===== config.mk =====
export PLATFORM = sky130hd
export DESIGN_NAME = tally_2d_sequencer
export DESIGN_NICKNAME = d
export VERILOG_FILES = /design/src/rtl/tally_pkg.sv /design/src/rtl/row_tally.sv /design/src/rtl/tally_2d_sequencer.sv
export SDC_FILE = /design/constraint.sdc
export NUM_CORES = 1
export LEC_CHECK = 0
export CAP_MARGIN = 20
export CORE_MARGIN = 2
export CORE_UTILIZATION = 46
export CTS_CLUSTER_SIZE = 40
export DETAILED_ROUTE_END_ITERATION = 8
export GPL_TIMING_DRIVEN = 0
export PLACE_DENSITY = 0.77
export SLEW_MARGIN = 5
export SYNTH_ARGS = -nofsm -noshare
export SYNTH_HDL_FRONTEND = slang
export SYNTH_SLANG_ARGS = --single-unit

===== constraint.sdc =====
create_clock -name i_clk -period 1.6 [get_ports i_clk]
set_input_delay 0.32 -clock i_clk [delete_from_list [all_inputs] [get_ports i_clk]]
set_output_delay 0.32 -clock i_clk [all_outputs]
set_load 0.01 [all_outputs]

===== src/rtl/tally_pkg.sv =====
// Shared types and sizing helpers for the row-tally frame sequencer.
// Optional threshold counting is enabled by the TALLY_THRESH_EN macro (see tally_2d_sequencer).
package tally_pkg;

    localparam int ROW_W = 12;
    localparam int CNT_W = 4;

    typedef enum logic [1:0] {
        IDLE  = 2'd0,
        ACCUM = 2'd1,
        DONE  = 2'd2
    } tally_state_e;

    // Width needed to hold the largest possible frame total without wrapping.
    function automatic int tot_w(input int rows);
        return $clog2(rows * ROW_W + 1);
    endfunction

endpackage


===== src/rtl/row_tally.sv =====
// Combinational 12-bit row popcount feeding the frame accumulator.
module row_tally
    import tally_pkg::*;
(
    input  logic [ROW_W-1:0] i_row,
    output logic [CNT_W-1:0] o_cnt
);

    // Sum the set bits of the row.
    always_comb begin
        o_cnt = {CNT_W{1'b0}};
        for (int i = 0; i < ROW_W; i++) begin
            o_cnt = o_cnt + {{(CNT_W-1){1'b0}}, i_row[i]};
        end
    end

endmodule


===== src/rtl/tally_2d_sequencer.sv =====
// Frame controller: streams ROWS rows through row_tally, accumulating the total and the densest row.
// Define TALLY_THRESH_EN to add i_thresh / o_over_rows (rows whose count reaches the threshold).
module tally_2d_sequencer
    import tally_pkg::*;
#(
    parameter  int ROWS  = 12,
    localparam int TOT_W = tot_w(ROWS),
    localparam int IDX_W = $clog2(ROWS)
) (
    input  logic             i_clk,
    input  logic             i_rst,
    input  logic             i_start,
    input  logic             i_in_valid,
    output logic             o_in_ready,
    input  logic [ROW_W-1:0] i_row_in,
    output logic             o_busy,
    output logic             o_done_valid,
    input  logic             i_done_ready,
`ifdef TALLY_THRESH_EN
    input  logic [CNT_W-1:0] i_thresh,
    output logic [IDX_W:0]   o_over_rows,
`endif
    output logic [TOT_W-1:0] o_total,
    output logic [CNT_W-1:0] o_max_count,
    output logic [IDX_W-1:0] o_max_index
);

    // One spare counter bit lets the count reach ROWS without wrapping when ROWS is a power of two.
    localparam logic [IDX_W:0] LAST_ROW = (IDX_W+1)'(ROWS - 1);

    tally_state_e     r_state;
    tally_state_e     w_state_nxt;
    logic             r_in_ready;
    logic             r_busy;
    logic             r_done_valid;
    logic [IDX_W:0]   r_row_cnt;
    logic [TOT_W-1:0] r_total;
    logic [CNT_W-1:0] r_max_count;
    logic [IDX_W-1:0] r_max_index;
    logic [CNT_W-1:0] w_cnt;
    logic             w_accept;
    logic             w_last;
    logic             w_start_ok;

    row_tally u_row_tally (
        .i_row (i_row_in),
        .o_cnt (w_cnt)
    );

    assign w_accept   = r_in_ready & i_in_valid;
    assign w_last     = w_accept & (r_row_cnt == LAST_ROW);
    assign w_start_ok = (r_state == IDLE) & i_start;

    // Next-state logic.
    always_comb begin
        w_state_nxt = r_state;
        case (r_state)
            IDLE: begin
                if (i_start) w_state_nxt = ACCUM;
                else         w_state_nxt = IDLE;
            end
            ACCUM: begin
                if (w_last) w_state_nxt = DONE;
                else        w_state_nxt = ACCUM;
            end
            DONE: begin
                if (r_done_valid && i_done_ready) w_state_nxt = IDLE;
                else                              w_state_nxt = DONE;
            end
            default: w_state_nxt = IDLE;
        endcase
    end

    // State register with status flags registered from the next state.
    always_ff @(posedge i_clk or posedge i_rst) begin
        if (i_rst) begin
            r_state      <= IDLE;
            r_in_ready   <= 1'b0;
            r_busy       <= 1'b0;
            r_done_valid <= 1'b0;
        end else begin
            r_state      <= w_state_nxt;
            r_in_ready   <= (w_state_nxt == ACCUM);
            r_busy       <= (w_state_nxt != IDLE);
            r_done_valid <= (w_state_nxt == DONE);
        end
    end

    // Accumulator and max tracker; strict compare keeps the lowest index on ties.
    always_ff @(posedge i_clk or posedge i_rst) begin
        if (i_rst) begin
            r_row_cnt   <= {(IDX_W+1){1'b0}};
            r_total     <= {TOT_W{1'b0}};
            r_max_count <= {CNT_W{1'b0}};
            r_max_index <= {IDX_W{1'b0}};
        end else if (w_start_ok) begin
            r_row_cnt   <= {(IDX_W+1){1'b0}};
            r_total     <= {TOT_W{1'b0}};
            r_max_count <= {CNT_W{1'b0}};
            r_max_index <= {IDX_W{1'b0}};
        end else if (w_accept) begin
            r_row_cnt <= r_row_cnt + {{IDX_W{1'b0}}, 1'b1};
            r_total   <= r_total + TOT_W'(w_cnt);
            if (w_cnt > r_max_count) begin
                r_max_count <= w_cnt;
                r_max_index <= r_row_cnt[IDX_W-1:0];
            end
        end
    end

`ifdef TALLY_THRESH_EN
    logic [IDX_W:0] r_over_rows;

    // Count accepted rows whose popcount reaches the per-row threshold.
    always_ff @(posedge i_clk or posedge i_rst) begin
        if (i_rst) begin
            r_over_rows <= {(IDX_W+1){1'b0}};
        end else if (w_start_ok) begin
            r_over_rows <= {(IDX_W+1){1'b0}};
        end else if (w_accept && (w_cnt >= i_thresh)) begin
            r_over_rows <= r_over_rows + {{IDX_W{1'b0}}, 1'b1};
        end
    end

    assign o_over_rows = r_over_rows;
`endif

    assign o_in_ready   = r_in_ready;
    assign o_busy       = r_busy;
    assign o_done_valid = r_done_valid;
    assign o_total      = r_total;
    assign o_max_count  = r_max_count;
    assign o_max_index  = r_max_index;

endmodule


Gate-type map:
Drawn at 8 px/um.
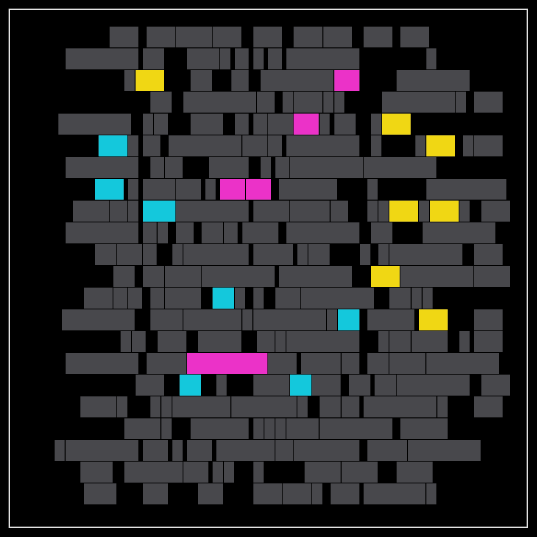
legend:
  cyan:
    family: non-inverting ao/oa cells
    cells: 7
    most_used: a21o_1
  yellow:
    family: mux cells
    cells: 7
    most_used: mux2i_1
  magenta:
    family: xor and xnor cells
    cells: 5
    most_used: xor2_1

Routed metal, one colour a layer:
Drawn at 6 px/um. Only two layers are drawn.
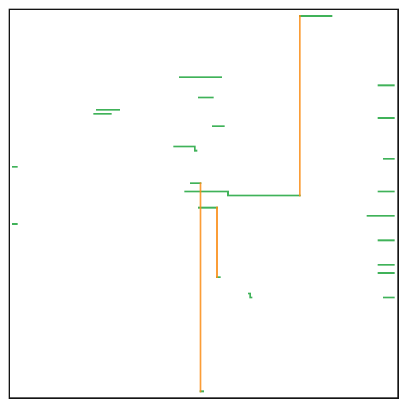
legend:
  green:
    layer: M3
    wire_length: 77.2 um
  orange:
    layer: M4
    wire_length: 76.2 um
aggregate global-route resource usage: 20.18%
WL/cell: 14.73 um

The metal 1 layer:
Drawn at 6 px/um. Supply wires on this layer in grey.
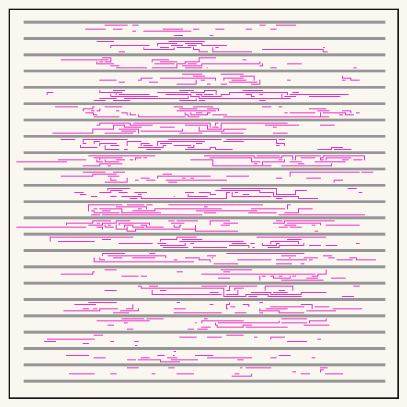
main direction: horizontal
nets with wire on the layer: 238
DR vias: 1423
Post-Route WL: 4021 um

Track usage over the die:
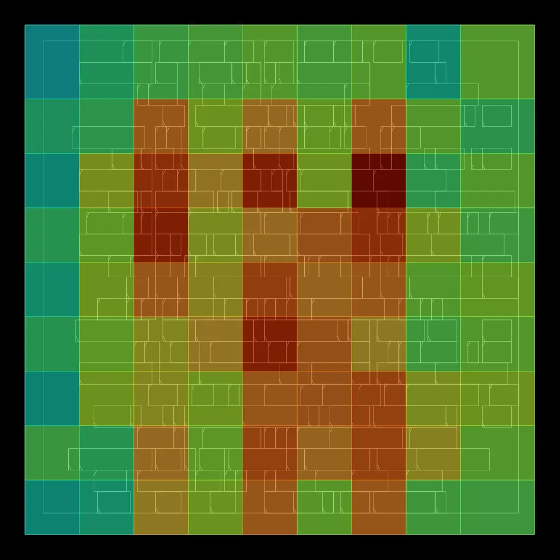
GR Layer Usage met1: 25.39%
fin util: 68.63%
GR Util met2: 33.85%
GR peak layer: met2

A small window of the routed layout:
Region (17, 30) to (47, 60) um. Cells in grey, sequential cells in the stronger grey; small squares are vias.
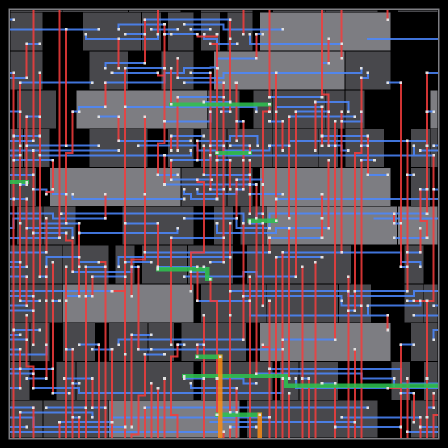
legend:
  orange:
    layer: M4
  blue:
    layer: M1
  green:
    layer: M3
  red:
    layer: M2
netlist names of flops here include: `r_row_cnt` (4), `r_state` (2)
sequential cells in the window: 9
most frequent: nand2_1 (12), dfrtp_1 (9), nor2_1 (5)
cells with their middle in the window: 76

==> deck_impl_summary.md <==
Flow Results at a Glance

Route
  • Met1 Routed Length: roughly 1700 um
  • Antenna Nets Post-Route: 0
  • Via-to-Cell Ratio: roughly 5.2
  • Top sig layer: met4
  • 1st-iter DRT viols: ~56

Worst setup path
  • CP Max Fanout: 4
  • Cell Chain, Critical Path: buf_6 > ha_4 > inv_2 > fa_1 > fa_1 > fa_1 > inv_1 > fa_2 > inv_2 > fa_2 > inv_4 > buf_6 > ha_4 > a211oi_4 > o21ai_2 > a31oi_1 > a41o_1
  • CP Data Arrival Time: 4.28 ns
  • Crit path max-delay family: adder cells
  • RR Endpoint: o_total[4]
  • Crit-path slowest cell: fa_1
  • Most frequent CP cell: fa_1
  • Bufs and invs on worst path: 6
  • R2R depth: 7
  • WP depth: 17
  • Worst r2r src: o_total[0]

Finish
  • Inverters, non-clock: 25
  • P&R area growth vs syn: 46.63%
  • Comb area: around 0.0011 sq mm
  • Layout cell share with drive strength beyond 1: between 20% and 30%
  • Top cell category: combinational gates
  • Nets: ~260
  • Flop share of the area: between 20% and 30%
  • Clkbuf count: 4
  • Post-route cell area: 0.002475 sq mm
  • Buffers, non-clock: around 52
  • # diodes: 0

Synthesis
  • EDFF count, synth: 0
  • Main synth FF type: dfrtp_1
  • Yosys warnings: 0
  • Syn Std Cell Area: roughly 0.0017 sq mm
  • XORs/XNORs by Area: between 2 and 3%
  • Complex Gates by Area: between 10 and 15%
  • And+or+nand+nor area frac: around 13%
  • Ys cells: between 150 and 200
  • Chip Area, Yosys: about 0.0017 sq mm
  • Cell Type Count: 35
  • Syn avg cell area: around 9.7 sq um

Worst hold path
  • Worst min path class: in2async

Pwr
  • Internal power: 3131 uW
  • Total net switching power: roughly 2300 uW
  • LEAKAGE: approximately 0.0012 uW
  • Sequential Power Share: between 20% and 30%
  • Total power draw: about 5400 uW
  • P_seq: 1150 uW

Clock network
  • Clock Pin Slew Worst Setup and Hold Paths: approximately 0.09 ns
  • Htree depth: 1
  • Clk_lat worst skew: 0.27 ns
  • Post-cts sizing count: 27
  • Clk sink count: 26
  • Post-CTS Setup Repair Bufs: 5

Final timing
  • Crit path time final: around 4 ns
  • Final setup viols: 16
  • Hold_ws: between 0.2 and 0.3 ns
  • Final worst slack: -2.464 ns
  • Least-Margin Pin Slew: between 0.4 and 0.5 ns
  • Clock Skew: between 0.004 and 0.005 ns

Global route
  • First-pass GRT wire length: between 6000 and 7000 um
  • Grt ovf: 0

Flow run
  • OpenROAD warnings: 29

Die
  • Die height: roughly 65 um
  • I/O pin count: 36
  • Die area: around 0.0042 sq mm
  • Tap Cells: between 40 and 50
  • Die X: approximately 65 um
  • Placeable Area: 0.003606 sq mm

Placement
  • Placed cells: around 260

Outcome
  • Status: finished with violations
  • Violated checks: negative setup slack
No activity file was given, so power comes from the tool's default toggle rates.
